--- config.mk ---
export PLATFORM = sky130hd
export DESIGN_NAME = vga_mod_counter
export DESIGN_NICKNAME = d
export VERILOG_FILES = /design/src/rtl/vga_timing_pkg.sv /design/src/rtl/vga_window_decode.sv /design/src/rtl/vga_mod_counter.sv
export SDC_FILE = /design/constraint.sdc
export NUM_CORES = 1
export LEC_CHECK = 0
export ABC_AREA = 1
export CAP_MARGIN = 20
export CORE_ASPECT_RATIO = 1.5
export CORE_MARGIN = 3
export CORE_UTILIZATION = 50
export DETAILED_ROUTE_END_ITERATION = 8
export PLACE_DENSITY = 0.81
export SLEW_MARGIN = 20
export SYNTH_ARGS = -nofsm -noshare
export SYNTH_HDL_FRONTEND = slang
export SYNTH_SLANG_ARGS = --single-unit
--- constraint.sdc ---
create_clock -name Clock -period 2.2 [get_ports Clock]
set_input_delay 0.66 -clock Clock [delete_from_list [all_inputs] [get_ports Clock]]
set_output_delay 0.66 -clock Clock [all_outputs]
set_load 0.005 [all_outputs]
--- src/rtl/vga_timing_pkg.sv ---
// Shared 640x480@60 VGA timing constants for the horizontal and vertical mod counters.
package vga_timing_pkg;

  localparam int WIDTH = 10;

  localparam int H_TOTAL      = 800;
  localparam int H_ACTIVE     = 640;
  localparam int H_SYNC_START = 656;
  localparam int H_SYNC_END   = 752;

  localparam int V_TOTAL      = 525;
  localparam int V_ACTIVE     = 480;
  localparam int V_SYNC_START = 490;
  localparam int V_SYNC_END   = 492;

  localparam logic SYNC_ACTIVE_LOW  = 1'b0;
  localparam logic SYNC_ACTIVE_HIGH = 1'b1;

endpackage

--- src/rtl/vga_window_decode.sv ---
// Combinational window comparator: hit_o = POL while LO <= x_i < HI, else ~POL.
module vga_window_decode #(
  parameter int   WIDTH = 10,
  parameter int   LO    = 0,
  parameter int   HI    = 1,
  parameter logic POL   = 1'b1
) (
  input  logic [WIDTH-1:0] x_i,
  output logic             hit_o
);

  // One extra bit so HI may equal 2**WIDTH.
  localparam logic [WIDTH:0] LO_W = (WIDTH+1)'(LO);
  localparam logic [WIDTH:0] HI_W = (WIDTH+1)'(HI);

  logic [WIDTH:0] x_w;
  logic           in_win;

  assign x_w = {1'b0, x_i};

  generate
    if (LO == 0) begin : g_lo_zero
      assign in_win = (x_w < HI_W);
    end else begin : g_lo_nonzero
      assign in_win = (x_w >= LO_W) && (x_w < HI_W);
    end
  endgenerate

  assign hit_o = in_win ? POL : ~POL;

endmodule

--- src/rtl/vga_mod_counter.sv ---
// Modulo up/down counter with load, cascade terminal count and registered
// sync/active window flags aligned with Q.
module vga_mod_counter
  import vga_timing_pkg::*;
#(
  parameter int   WIDTH      = vga_timing_pkg::WIDTH,
  parameter int   MODULUS    = H_TOTAL,
  parameter int   ACTIVE_END = H_ACTIVE,
  parameter int   SYNC_START = H_SYNC_START,
  parameter int   SYNC_END   = H_SYNC_END,
  parameter logic SYNC_POL   = SYNC_ACTIVE_LOW
) (
  input  logic             Clock,
  input  logic             Clear,
  input  logic             Count,
  input  logic             Load,
  input  logic             Up,
  input  logic [WIDTH-1:0] D,
  output logic [WIDTH-1:0] Q,
  output logic             TC,
  output logic             Sync,
  output logic             Active
);

  generate
    if (!((MODULUS >= 2) && (ACTIVE_END <= SYNC_START) && (SYNC_START < SYNC_END) &&
          (SYNC_END <= MODULUS) && (MODULUS <= 2**WIDTH))) begin : g_bad_params
      $error("vga_mod_counter: illegal timing parameters");
    end
  endgenerate

  localparam logic [WIDTH:0]   MOD_W = (WIDTH+1)'(MODULUS);
  localparam logic [WIDTH-1:0] MAX_Q = WIDTH'(MODULUS - 1);

  logic [WIDTH-1:0] q_q, q_d;
  logic             sync_q, sync_d;
  logic             active_q, active_d;
  logic             at_wrap;

  always_comb begin
    q_d = q_q;
    if (Load) begin
      q_d = ({1'b0, D} < MOD_W) ? D : '0;
    end else if (Count) begin
      if (Up) begin
        q_d = (q_q == MAX_Q) ? '0 : q_q + WIDTH'(1);
      end else begin
        q_d = (q_q == '0) ? MAX_Q : q_q - WIDTH'(1);
      end
    end
  end

  assign at_wrap = Up ? (q_q == MAX_Q) : (q_q == '0);
  assign TC      = Count & ~Load & at_wrap;

  // Windows decode the next Q so the registered flags line up with Q itself.
  vga_window_decode #(
    .WIDTH (WIDTH),
    .LO    (0),
    .HI    (ACTIVE_END),
    .POL   (1'b1)
  ) u_active_dec (
    .x_i   (q_d),
    .hit_o (active_d)
  );

  vga_window_decode #(
    .WIDTH (WIDTH),
    .LO    (SYNC_START),
    .HI    (SYNC_END),
    .POL   (SYNC_POL)
  ) u_sync_dec (
    .x_i   (q_d),
    .hit_o (sync_d)
  );

  always_ff @(posedge Clock or posedge Clear) begin
    if (Clear) begin
      q_q      <= '0;
      sync_q   <= ~SYNC_POL;
      active_q <= 1'b1;
    end else begin
      q_q      <= q_d;
      sync_q   <= sync_d;
      active_q <= active_d;
    end
  end

  assign Q      = q_q;
  assign Sync   = sync_q;
  assign Active = active_q;

endmodule
==> metrics.csv, run 1 <==
stage,metric,value,unit
clock_tree,CTS Root Cell,clkbuf_4,
critical_path,crit path kind,flop to output pin,
final_layout,Area Overhead vs Synth,48.58,%
route,DRT Wirelength,4.937,mm
synth,Main logic family,simple AND/OR/NAND/NOR gates,
placement,RePlAce Congestion,0.9873,
outcome,failing checks,negative setup slack,
final_layout,share of post-route cells with drive strength above 1,23.51,%
pwr,power in the clock group,0.000179,W
pwr,combinational power,0.000477,W
synth,Synth Area per Inst,5.919,µm²
route,drt drc,0,
route,metal2 WL,2.499,mm
synth,Yosys chip area,0.001231,mm²
timing,Max Freq,0.4280,GHz
timing,worst-margin pin slew,0.4921,ns
final_layout,Ant. Diodes,0,
final_layout,CLK BUF,4,
synth,Post-Syn Nets,226,
global_routing,met2 Use GR,56.90,%
final_layout,buffering overhead,28.32,%
synth,Synth Area in XOR/XNOR,0.7114,%
final_layout,most instantiated logic cells after routing,"nand2_1, buf_4, nand3_1, clkdlybuf4s50_1, inv_1",
critical_path,max incr delay on CP,0.44,ns
final_layout,Non-clk bufs,61,
outcome,status,"complete, but fails checks",
final_layout,Sequential Area,302.8,µm²
final_layout,multi-input gates,164,
synth,Yosys cell types,28,
timing,setup slack after layout,-0.1367,ns
synth,Synth Instances,208,
critical_path,Crit path max-delay family,simple AND/OR/NAND/NOR gates,
route,vias,1760,
timing,final setup violating endpoints,1,
pwr,Power Dens Cells,507.7,mW/mm²
clock_tree,Latency at later pin,0.28,ns
timing,Max-Slew Margin vs Limit,67.16,%
run_1/class_map.png
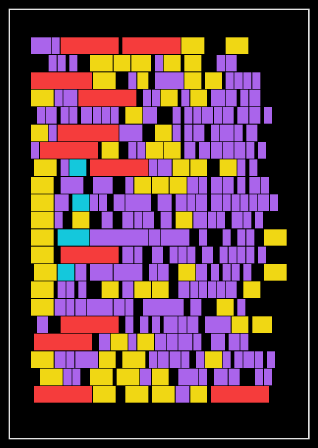
- clock drivers and dummy loads: cyan (cells 4)
- remaining logic cells: purple (cells 191)
- remaining buffers and delay cells: yellow (cells 61)
- registers: red (cells 12)
cell area after layout: 0.001829 mm²
fin util: 80.02%

run_1/port_trees.png
The bar under the picture is 10 µm long.
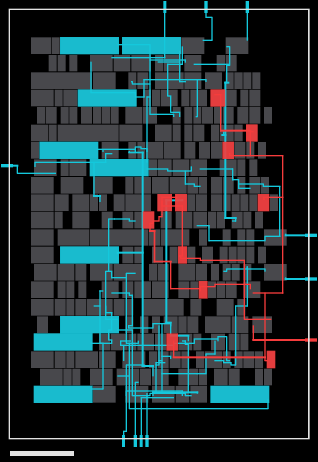
- Up: red (bits 1; direction input; edge right; end cells 11; buffers 2; wire 164 µm)
- Q: cyan (bits 10; direction output; edge 4 bottom, 3 top, 2 right, 1 left; end cells 10; buffers 19; wire 636 µm)
num ports: 28
Port Buffers: 27

run_1/floorplan.png
The bar under the picture is 10 µm long. Pins as bars on the die edge.
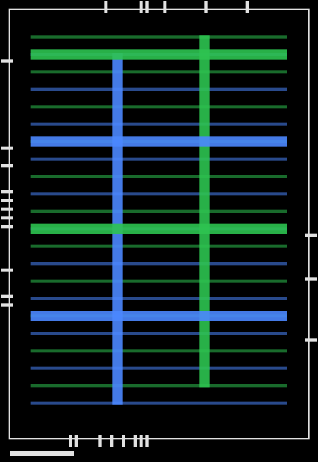
- VSS: blue
- VDD: green
- met1 rails: 22
- rows: 21
worst vdd ir: 0.4307 mV
CORE AREA: 0.002286 mm²
die width: 46.52 µm
die height: 66.78 µm

run_1/util_map.png
The bar under the picture is 10 µm long. 5 x 7 tiles, from black (low) to pale yellow (high), 0 to 100% covered.
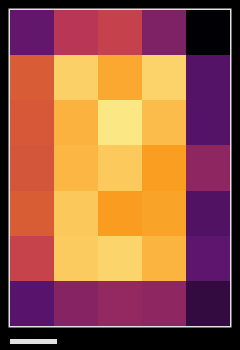

## Run 2: what changed since run 1
--- a/config.mk
+++ b/config.mk
@@ -6,12 +6,13 @@
 export NUM_CORES = 1
 export LEC_CHECK = 0
 export ABC_AREA = 1
+export ABC_CLOCK_PERIOD_IN_PS = 1900
 export CAP_MARGIN = 20
 export CORE_ASPECT_RATIO = 1.5
 export CORE_MARGIN = 3
-export CORE_UTILIZATION = 50
+export CORE_UTILIZATION = 45
 export DETAILED_ROUTE_END_ITERATION = 8
-export PLACE_DENSITY = 0.81
+export PLACE_DENSITY = 0.77
 export SLEW_MARGIN = 20
 export SYNTH_ARGS = -nofsm -noshare
 export SYNTH_HDL_FRONTEND = slang
==> constraint.sdc (replaced) <==
create_clock -name Clock -period 1.9 [get_ports Clock]
set_input_delay 0.57 -clock Clock [delete_from_list [all_inputs] [get_ports Clock]]
set_output_delay 0.57 -clock Clock [all_outputs]
set_load 0.005 [all_outputs]
run_2/util_map.png
The bar under the picture is 10 µm long. 5 x 7 tiles, from black (low) to pale yellow (high), 0 to 100% covered.
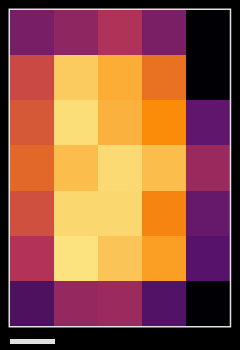
- fullest tile: 94%
- nearly empty tiles: 8.6%
- emptiest ninth of the die: upper right
- densest ninth of the die: center
- mean over tiles: 56%
fin util: 76.78%
Core Util at FP: 48.62%
CORE AREA: 0.002532 mm²

==> run 2 against run 1 <==
  * The flow still finishes with violations (negative setup slack)
  * Die size rose by 9.9%
  * Hold slack worse by 0.11 ns
  * Sequential share of layout area down 0.98 points
  * Core utilization shrank 3.2 points
  * Critical path type unchanged
  * Largest power group unchanged
  * Highest routed layer unchanged
==> metrics.csv, run 2 <==
stage,metric,value,unit,change
synth,Synth Instances,208,,unchanged
route,metal2 WL,2.301,mm,was 2.499 mm
final_layout,share of post-route cells with drive strength above 1,29.75,%,was 23.51%
synth,Yosys chip area,0.001231,mm²,unchanged
timing,setup slack after layout,-0.2537,ns,was -0.1367 ns
pwr,power in the clock group,0.000200,W,was 0.000179 W
timing,Max-Slew Margin vs Limit,71.38,%,was 67.16%
synth,Synth Area per Inst,5.919,µm²,unchanged
floorplan,die width,48.71,µm,was 46.52 µm
global_routing,met2 Use GR,45.99,%,was 56.90%
timing,final setup violating endpoints,1,,unchanged
final_layout,Non-clk bufs,72,,was 61
floorplan,num ports,28,,unchanged
final_layout,most instantiated logic cells after routing,"nand2_1, buf_4, nand3_1, inv_1, clkdlybuf4s50_1",,"was nand2_1, buf_4, nand3_1, clkdlybuf4s50_1, inv_1"
critical_path,crit path kind,flop to output pin,,unchanged
critical_path,Crit path max-delay family,simple AND/OR/NAND/NOR gates,,unchanged
synth,Yosys cell types,28,,unchanged
final_layout,Sequential Area,302.8,µm²,unchanged
outcome,failing checks,negative setup slack,,unchanged
floorplan,die height,70.06,µm,was 66.78 µm
final_layout,cell area after layout,0.001944,mm²,was 0.001829 mm²
final_layout,Area Overhead vs Synth,57.93,%,was 48.58%
final_layout,CLK BUF,4,,unchanged
route,DRT Wirelength,4.285,mm,was 4.937 mm
synth,Main logic family,simple AND/OR/NAND/NOR gates,,unchanged
outcome,status,"complete, but fails checks",,unchanged
pwr,worst vdd ir,0.4784,mV,was 0.4307 mV
final_layout,Ant. Diodes,0,,unchanged
pwr,Power Dens Cells,555.4,mW/mm²,was 507.7 mW/mm²
final_layout,buffering overhead,31.21,%,was 28.32%
run_2/port_trees.png
The bar under the picture is 10 µm long.
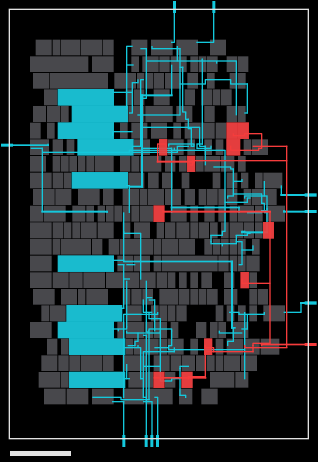
- Up: red (bits 1; direction input; edge right; end cells 11; buffers 3; wire 169 µm)
- Q: cyan (bits 10; direction output; edge 4 bottom, 3 right, 2 top, 1 left; end cells 10; buffers 26; wire 687 µm)

No activity file was given, so power comes from the tool's default toggle rates.
